--- src/rtl/keypad_pkg.sv ---
// rtl/keypad_pkg.sv - shared keypad types, row reset pattern and snapshot classifier
package keypad_pkg;

   typedef enum logic [1:0] {
      IDLE,
      PRESSED,
      LOCKOUT
   } kp_state_t;

   typedef logic [3:0] key_code_t;

   typedef enum logic [1:0] {
      SNAP_NONE,
      SNAP_ONE,
      SNAP_MULTI
   } snap_kind_t;

   typedef struct packed {
      snap_kind_t kind;
      key_code_t  code;
   } snap_class_t;

   localparam logic [3:0] ROW_RESET = 4'b1110;

   // code is only meaningful when kind is SNAP_ONE
   function automatic snap_class_t classify_snapshot(input logic [15:0] snap);
      snap_class_t res;
      logic [4:0]  ones;
      ones     = '0;
      res.code = '0;
      for (int i = 15; i >= 0; i--) begin
         if (snap[i]) begin
            ones     = ones + 5'd1;
            res.code = key_code_t'(i);
         end
      end
      if (ones == 5'd0) begin
         res.kind = SNAP_NONE;
      end else if (ones == 5'd1) begin
         res.kind = SNAP_ONE;
      end else begin
         res.kind = SNAP_MULTI;
      end
      return res;
   endfunction

endpackage

--- src/rtl/keypad_row_scanner.sv ---
// rtl/keypad_row_scanner.sv - row strobe rotation, column synchroniser and 16-key snapshot assembly
module keypad_row_scanner
   import keypad_pkg::*;
#(
   parameter int unsigned SCAN_DIV = 4
) (
   input  logic        clk_i,
   input  logic        rst_i,
   input  logic [3:0]  col_i,
   output logic [3:0]  row_o,
   output logic [15:0] snapshot_o,
   output logic        scan_done_o
);

   localparam int unsigned      DIV_W    = $clog2(SCAN_DIV);
   localparam logic [DIV_W-1:0] DIV_LAST = DIV_W'(SCAN_DIV - 1);

   logic [3:0]       sync1_q;
   logic [3:0]       sync2_q;
   logic [DIV_W-1:0] div_q, div_d;
   logic [1:0]       idx_q, idx_d;
   logic [3:0]       row_q, row_d;
   logic [15:0]      snap_q, snap_d;
   logic             done_q, done_d;
   logic             sample;

   // the row is held for SCAN_DIV cycles so the synchroniser settles before sampling
   assign sample = (div_q == DIV_LAST);

   always_comb begin
      div_d  = div_q + DIV_W'(1);
      idx_d  = idx_q;
      row_d  = row_q;
      snap_d = snap_q;
      done_d = 1'b0;
      if (sample) begin
         div_d                       = '0;
         snap_d[{idx_q, 2'b00} +: 4] = ~sync2_q;
         idx_d                       = idx_q + 2'd1;
         row_d                       = {row_q[2:0], row_q[3]};
         done_d                      = (idx_q == 2'd3);
      end
   end

   always_ff @(posedge clk_i or posedge rst_i) begin
      if (rst_i) begin
         sync1_q <= 4'hF;
         sync2_q <= 4'hF;
         div_q   <= '0;
         idx_q   <= 2'd0;
         row_q   <= ROW_RESET;
         snap_q  <= '0;
         done_q  <= 1'b0;
      end else begin
         sync1_q <= col_i;
         sync2_q <= sync1_q;
         div_q   <= div_d;
         idx_q   <= idx_d;
         row_q   <= row_d;
         snap_q  <= snap_d;
         done_q  <= done_d;
      end
   end

   assign row_o       = row_q;
   assign snapshot_o  = snap_q;
   assign scan_done_o = done_q;

endmodule

--- src/rtl/keypad_scan.sv ---
// rtl/keypad_scan.sv - 4x4 keypad reader: snapshot debounce, press/release FSM and key outputs
// Defining KEYPAD_REPEAT_EN adds auto-repeat pulses while a single key stays held.
module keypad_scan
   import keypad_pkg::*;
#(
   parameter int unsigned SCAN_DIV       = 4,
   parameter int unsigned DEBOUNCE_SCANS = 3
`ifdef KEYPAD_REPEAT_EN
   ,
   parameter int unsigned REPEAT_SCANS   = 50
`endif
) (
   input  logic       Clk,
   input  logic       reset,
   output logic [3:0] row,
   input  logic [3:0] col,
   output key_code_t  key,
   output logic       key_valid,
   output logic       key_held
);

   localparam int unsigned       STAB_W   = $clog2(DEBOUNCE_SCANS + 1);
   localparam logic [STAB_W-1:0] STAB_MAX = STAB_W'(DEBOUNCE_SCANS);

`ifdef KEYPAD_REPEAT_EN
   localparam int unsigned      REP_W    = $clog2(REPEAT_SCANS + 1);
   localparam logic [REP_W-1:0] REP_LAST = REP_W'(REPEAT_SCANS - 1);

   logic [REP_W-1:0] rep_q, rep_d;
`endif

   logic [15:0]       snapshot;
   logic              scan_done;
   snap_class_t       snap_cls;
   logic              stable;
   logic              same_key;

   kp_state_t         state_q, state_d;
   logic [STAB_W-1:0] stab_q, stab_d;
   logic [15:0]       prev_q, prev_d;
   key_code_t         key_q, key_d;
   logic              valid_q, valid_d;
   logic              held_q, held_d;

   keypad_row_scanner #(
      .SCAN_DIV (SCAN_DIV)
   ) u_scanner (
      .clk_i       (Clk),
      .rst_i       (reset),
      .col_i       (col),
      .row_o       (row),
      .snapshot_o  (snapshot),
      .scan_done_o (scan_done)
   );

   assign snap_cls = classify_snapshot(snapshot);
   assign same_key = (snap_cls.kind == SNAP_ONE) && (snap_cls.code == key_q);

   always_comb begin
      state_d = state_q;
      stab_d  = stab_q;
      prev_d  = prev_q;
      key_d   = key_q;
      valid_d = 1'b0;
      held_d  = held_q;
      stable  = 1'b0;
`ifdef KEYPAD_REPEAT_EN
      rep_d   = rep_q;
`endif
      if (scan_done) begin
         prev_d = snapshot;
         if (snapshot != prev_q) begin
            stab_d = STAB_W'(1);
         end else if (stab_q != STAB_MAX) begin
            stab_d = stab_q + STAB_W'(1);
         end
         // decisions use the count including this scan
         stable = (stab_d == STAB_MAX);
         case (state_q)
            IDLE: begin
               if (stable && snap_cls.kind == SNAP_ONE) begin
                  key_d   = snap_cls.code;
                  valid_d = 1'b1;
                  held_d  = 1'b1;
                  state_d = PRESSED;
`ifdef KEYPAD_REPEAT_EN
                  rep_d   = '0;
`endif
               end
            end
            PRESSED: begin
               if (!same_key && stable) begin
                  held_d  = 1'b0;
                  state_d = (snap_cls.kind == SNAP_NONE) ? IDLE : LOCKOUT;
               end
`ifdef KEYPAD_REPEAT_EN
               if (same_key) begin
                  if (rep_q == REP_LAST) begin
                     valid_d = 1'b1;
                     rep_d   = '0;
                  end else begin
                     rep_d = rep_q + REP_W'(1);
                  end
               end
`endif
            end
            LOCKOUT: begin
               if (stable && snap_cls.kind == SNAP_NONE) begin
                  state_d = IDLE;
               end
            end
            default: state_d = IDLE;
         endcase
      end
   end

   always_ff @(posedge Clk or posedge reset) begin
      if (reset) begin
         state_q <= IDLE;
         stab_q  <= '0;
         prev_q  <= '0;
         key_q   <= '0;
         valid_q <= 1'b0;
         held_q  <= 1'b0;
      end else begin
         state_q <= state_d;
         stab_q  <= stab_d;
         prev_q  <= prev_d;
         key_q   <= key_d;
         valid_q <= valid_d;
         held_q  <= held_d;
      end
   end

`ifdef KEYPAD_REPEAT_EN
   always_ff @(posedge Clk or posedge reset) begin
      if (reset) begin
         rep_q <= '0;
      end else begin
         rep_q <= rep_d;
      end
   end
`endif

   assign key       = key_q;
   assign key_valid = valid_q;
   assign key_held  = held_q;

endmodule
--- config.mk ---
export PLATFORM = sky130hd
export DESIGN_NAME = keypad_scan
export DESIGN_NICKNAME = d
export VERILOG_FILES = /design/src/rtl/keypad_pkg.sv /design/src/rtl/keypad_row_scanner.sv /design/src/rtl/keypad_scan.sv
export SDC_FILE = /design/constraint.sdc
export NUM_CORES = 1
export LEC_CHECK = 0
export CAP_MARGIN = 10
export CORE_ASPECT_RATIO = 1.2
export CORE_MARGIN = 2
export CORE_UTILIZATION = 46
export CTS_BUF_LIST = sky130_fd_sc_hd__clkbuf_8
export DETAILED_ROUTE_END_ITERATION = 7
export PLACE_DENSITY = 0.77
export SYNTH_ARGS = -nofsm -noshare
export SYNTH_HDL_FRONTEND = slang
export SYNTH_SLANG_ARGS = --single-unit
--- constraint.sdc ---
create_clock -name Clk -period 9.2 [get_ports Clk]
set_input_delay 1.84 -clock Clk [delete_from_list [all_inputs] [get_ports Clk]]
set_output_delay 1.84 -clock Clk [all_outputs]
set_load 0.01 [all_outputs]
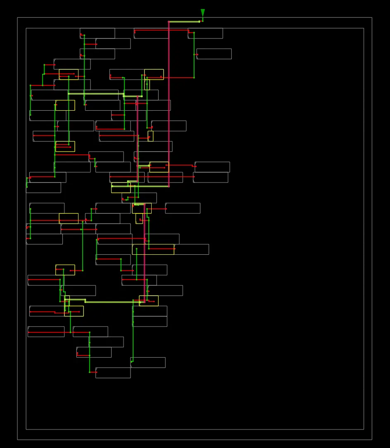
*Clock routing*
Worst Skew: 0.01468 ns
clk ins delay skew pair: 0.34 ns
clkbuf count: 11
clock sinks: 59
CTS buffer count: 9

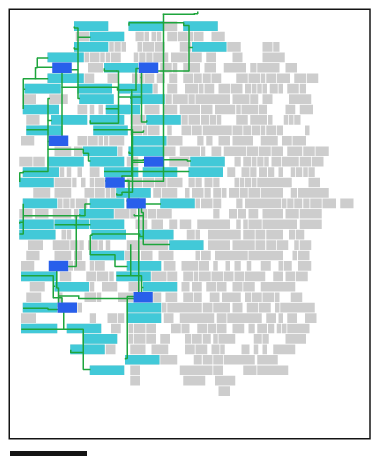
*Clock wires, drivers and flops*
Scale bar: 20 µm.
- green: clock wires (length 729 µm)
- blue: clock drivers (count 9)
- cyan: flip-flops (count 59)
- routed clock nets: 10
Clock Power Share: 0.159
Clk. pwr: 230 µW

==> flow_summary.toml <==
# implementation run metrics
[synthesis]
synth_cell_types = 64
yosysMostFrequentCell = "nand2_1"

[global_routing]
grt_overflow_total = 0
grt_max_degree = 60

[setup_path]
startpoint_type = "flip-flop"
r2r_setup_slack_ns = 0.26
max_stage_delay_ns = 0.39

[route]
routed.top_layer = "met4"
met1_length_um = 4091
antenna_left = 0
wl_met2_um = 5104

[placement]
io_buffers = 15
dp.cells = 593
dp_hpwl_um = 6797
gp_congestion = 0.8251

[finish]
fillers = 779
drive_above_1_share = 0.2942

[status]
outcome = "finished clean"

[final_timing]
hold_viol = 0

[clock_network]
hold_buffers = 0
htreeDepth = 3

[power]
p_per_area_nw_per_um2 = 268.8
p_leak_nw = 2.304
ir_worst_vdd_uv = 165.8

[worst_hold_path]
hold_end = "u_scanner.sync2_q[1]$_DFF_PP1_"

[flow_run]
openroad.warnings = 32

[floorplan]
fp.dieH_um = 111.6
cell usage in the layout (no fill, tap or decap), types with 3 or more instances in the layout:
cell and instances:
nand3b_1 5, o41ai_1 5, clkbuf_8 11, nor2_1 25, ha_4 8, ha_1 14
nor3b_1 3, inv_1 16, dfrtp_1 48, buf_4 43, nand4_1 8, mux2_2 20
xor2_1 30, nand3_1 6, o211ai_1 4, xor2_2 3, or4_1 4, mux2_4 9
and3_1 4, o31ai_1 12, o21ai_0 8, xnor2_2 8, nor4_1 6, and2_1 3
nand2_2 6, o21bai_1 4, nor3_1 7, dfstp_2 11, clkdlybuf4s50_1 15, xnor3_1 3
mux2i_1 9, nand2_1 49, xnor2_1 16, o21ai_1 5, inv_2 4, a21oi_1 16
nand2b_1 5
worst max path at each step:
stage	from	end	cells after the start
after floorplan	u_scanner.snapshot_o[14]$_DFFE_PP0P_	key[1]$_DFFE_PP0P_	47
after global placement	u_scanner.snapshot_o[14]$_DFFE_PP0P_	key[1]$_DFFE_PP0P_	47
after detailed placement	u_scanner.snapshot_o[15]$_DFFE_PP0P_	key[1]$_DFFE_PP0P_	47
after CTS	u_scanner.snapshot_o[15]$_DFFE_PP0P_	key_held$_DFFE_PP0P_	48
after global routing	u_scanner.snapshot_o[15]$_DFFE_PP0P_	state_q[1]$_DFFE_PP0P_	48
final	u_scanner.snapshot_o[15]$_DFFE_PP0P_	state_q[1]$_DFFE_PP0P_	48
power by group:
group	leakage, nW	internal (mW)	total, mW	switching [mW]
Sequential	0.702	0.270	0.285	0.0155
Combinational	1.49	0.459	0.928	0.469
Clock	0.113	0.136	0.230	0.0937
sequential cells by signal, indices dropped and copies added, names as in the netlist, 2 cells and up:
| signal | flops |
|---|---|
| u_scanner.div_q | 2 |
| stab_q | 2 |
| state_q | 2 |
| u_scanner.row_o | 4 |
| key | 4 |
| u_scanner.idx_q | 2 |
| u_scanner.snapshot_o | 16 |
| prev_q | 16 |
| u_scanner.sync2_q | 4 |
| u_scanner.sync1_q | 4 |
metrics by stage:
step                  util  worst slack (ns)  hold slack (ns)  total power [mW]  instance area (µm²)
CTS                 0.5494           0.05155           0.3563             1.355                 5201
floorplan                -           0.03622           0.3452            0.8392                 4446
finish              0.5675            0.2625           0.3545             1.444                 5373
global route        0.5675           -0.1183           0.3589             1.542                 5373
detailed placement  0.5102           -0.3626           0.3476            0.9863                 4830
global placement    0.5102           0.02422           0.3455            0.9533                 4830
cells by family (layout without fill, tap and decap cells):
logic type                 Yosys count  count (layout)  synth area share
buffers and inverters               38              91           0.04029
adders and majority gates           22              22           0.06199
AOI/OAI and AO/OA                   78              78            0.1237
DFF                                 59              59            0.3356
muxes                               38              38           0.09721
xor gates and xnor gates            65              65            0.1682
and+or+nand+nor                    150             150            0.1730
cell type report:
class,count,area (µm²),share of cell area
clock buffer,11,151.4,0.02818
inverter,17,63.81,0.01188
clock inverter,5,46.29,0.008617
sequential,59,1490,0.2774
multi-input combinational,353,2994,0.5573
tap,123,153.9,0.02864
timing repair buffer,58,473.0,0.08803
metal layers:
metal  up-vias  global-route usage
li1       1705                   -
met1      1724              0.2382
met2        90              0.3405
met3        19             0.02436
met4         0             0.06860
met5         -                   0
No activity file was given, so power comes from the tool's default toggle rates.
